Design ps2_rx, sky130hd; sources not shown.
### Local utilization

Drawn at 4 px/um. 8 x 8 tiles, from dark purple (low) to yellow (high), 0 to 100% covered.
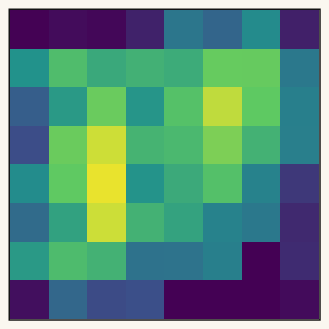
- tiles over 75% full: 16%
- mean over tiles: 46%
- fullest tile: 97%
- nearly empty tiles: 9.4%
- emptiest ninth of the die: south-east
core area: 5140 um2
post-layout util: 54.8%
Init Core Util: 41.8%

### Gate families picked out

Drawn at 6 px/um.
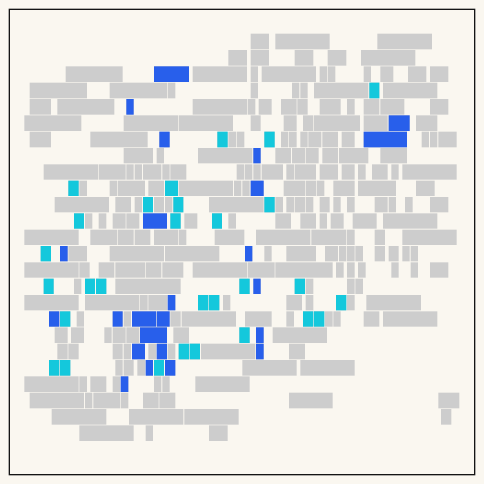
- blue: NOR gates (cells 24; most used nor2_1)
- cyan: inverting AOI/OAI gates (cells 29; most used o21ai_0)
most frequent logic cell in the layout: nand2_1
Comb area share: 36.0%

### Where the registers sit

Drawn at 4 px/um.
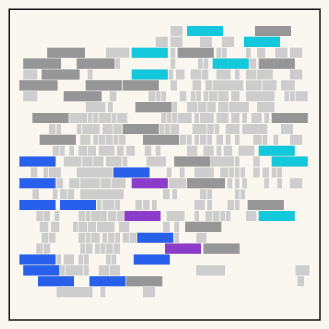
- cyan: `out_data` (placed flops 8)
- blue: `tcnt` (placed flops 11)
- purple: `bit_cnt` (placed flops 3)
register area: 1130 um2
Seq area share: 40.3%
Flop+latch power: 1.63 mW

### Clock routing

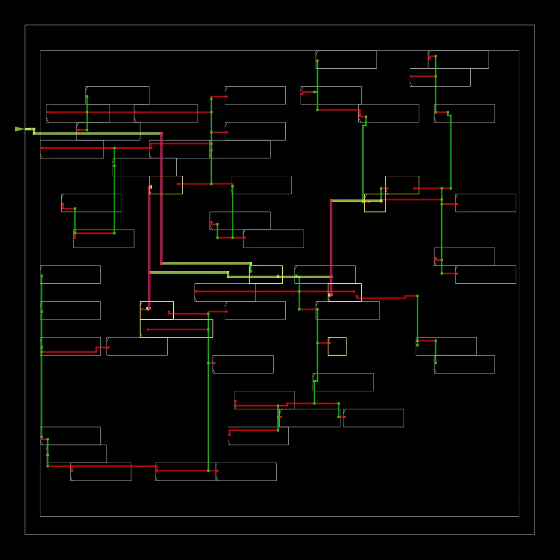
Late-Pin Clk Latency: 300 ps
clkbuf count: 5
clk pwr: 0.936 mW
Post-Route Skew: 3.91 ps
# clock sinks: 45

### Port wiring

Drawn at 4 px/um.
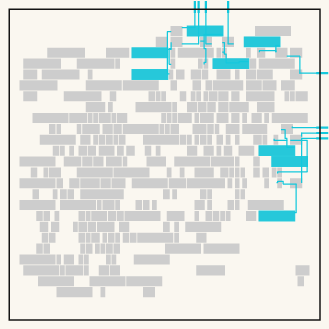
- cyan: `out_data` (bits 8; direction output; end cells 8; buffers 8; wire 175 um)
io pins: 18
# port buffers: 17

==> results.ini <==
[detailed_routing]
finalWirelength_um = 4330
ant_nets = 0
drt-pass1-iter-count = 4
via_count = 1710
wl_per_cell_um = 12.0
drc = 0

[setup_path]
critPathKind = flop to flop
rrSetupSlack_ps = -6
r2r_cells = 11
worstPathRequired_ps = 1740
worstPathArrival_ps = 1750
worstPathMaxFanout = 7

[grt]
grt_start_max_net_pins = 32
grt_use_met3_pct = 3.26
grt.met2_usage_pct = 25.4
grt_use_total_pct = 14.6
grt_most_used_layer = met2
gr-total-overflow = 0
grt_pass1_wl_um = 7070

[run]
warnings = 32

[synth]
edf_count = 0
async_reset_ff_share_pct = 100
avgSynthCellArea_um2 = 8.85
synthesis.nets = 256
ys_types = 30
syn_area_um2 = 2150
synth-main-ff-cell = dfrtp_1
ys_seq_share_pct = 52.7

[final_timing]
timing.final.ws_setup_ps = -6.37
setup_viol = 2
period_needed_ps = 1510
period_used_pct = 100
whs_ps = 359
final.setup.tns_ps = -7.14
grt_setup_unrepaired = yes
slew_violations = 0

[clocking]
cts-root-buf = clkbuf_8
htree_levels = 2

[finish]
n_fill_cell = 494
layout_top_cells = nand2_1, dfrtp_1, inv_1
nNetsFinal = 301
diodes = 0

[outcome]
violations = negative setup slack
status = finished with violations

[place]
place_hpwl_um = 2890

[min_path]
min_path_cells = 0
hold_class = flop to flop

[die]
chip_area_um2 = 5980
dieWidth_um = 77.3

[power_and_ir_drop]
ir_drop_mv = 0.984
p_leak_nw = 1.44
p_total_mw = 4.61
powerDensity_nw_per_um2 = 1640

==> per-stage QoR <==
step                      area, um2  worst slack [ps]
final                          2820             -6.37
after global routing           2820              -123
after CTS                      2640             -37.7
after detailed placement       2510             -20.4
after global placement         2510              5.87
after floorplan                2150              2.79
==> logic make-up (layout without fill, tap and decap cells) <==
logic type               count (synthesis)  after routing  synth area share (%)
AND-OR/OR-AND                           30             30                  7.16
flip-flops                              45             45                  52.7
adder cells (fa/ha/maj)                  8              8                  4.65
AND/OR/NAND/NOR                        120            121                  27.4
buffers and inverters                   37             82                  6.51
XOR/XNOR                                 3              3                  1.57
==> power by group <==
group	internal [mW]	switching (mW)
clock network	0.499	0.437
logic	0.829	1.21
registers	1.44	0.196
total	2.77	1.85
==> metal layers <==
metal	wire, um	vias up
met4	52	0
met3	122	8
met2	2210	19
li1	-	868
met1	1940	815
met5	0	-
==> final cells by class <==
class,count,share of cell area (%)
sequential,45,40.3
multi-input combinational,162,36.0
timing repair buffer,39,11.8
inverter,35,4.67
tap,70,3.11
clock buffer,5,2.44
clock inverter,3,1.64
==> cells in the mapped netlist, types with 2 or more instances <==
library cell,count,share of area [%]
inv_1,31,5.4
nand4_1,3,0.87
nand2_4,3,1.6
nor2_1,14,2.4
dfstp_2,6,7.3
nand3_1,22,5.1
o21ai_0,17,4.0
xor2_1,2,0.81
dfrtp_1,39,45
ha_1,8,4.7
o21ai_1,2,0.47
nand2_1,62,11
inv_2,4,0.70
nor3_1,6,1.4
a21oi_1,9,2.1
==> worst max-delay path: stages, from the launching register on <==
cell and delay [ps]:
dfrtp_2 460, inv_2 90, nand2_2 60, nand3_2 90, nand2_2 60, nand2_2 100, nand2_2 80, nand2_4 110
nand2_4 70, nor2_8 160, nand3_2 90, nand2_2 70
==> what timing repair did <==
action	4_1_cts	5_1_grt
endpoints found under the hold margin	14	0
hold buffers	1	0
buffers inserted	2	7
setup endpoints to repair	20	19
pin swaps	5	13
gates cloned	0	1
resized	16	35
Power and IR drop assume default switching activity.
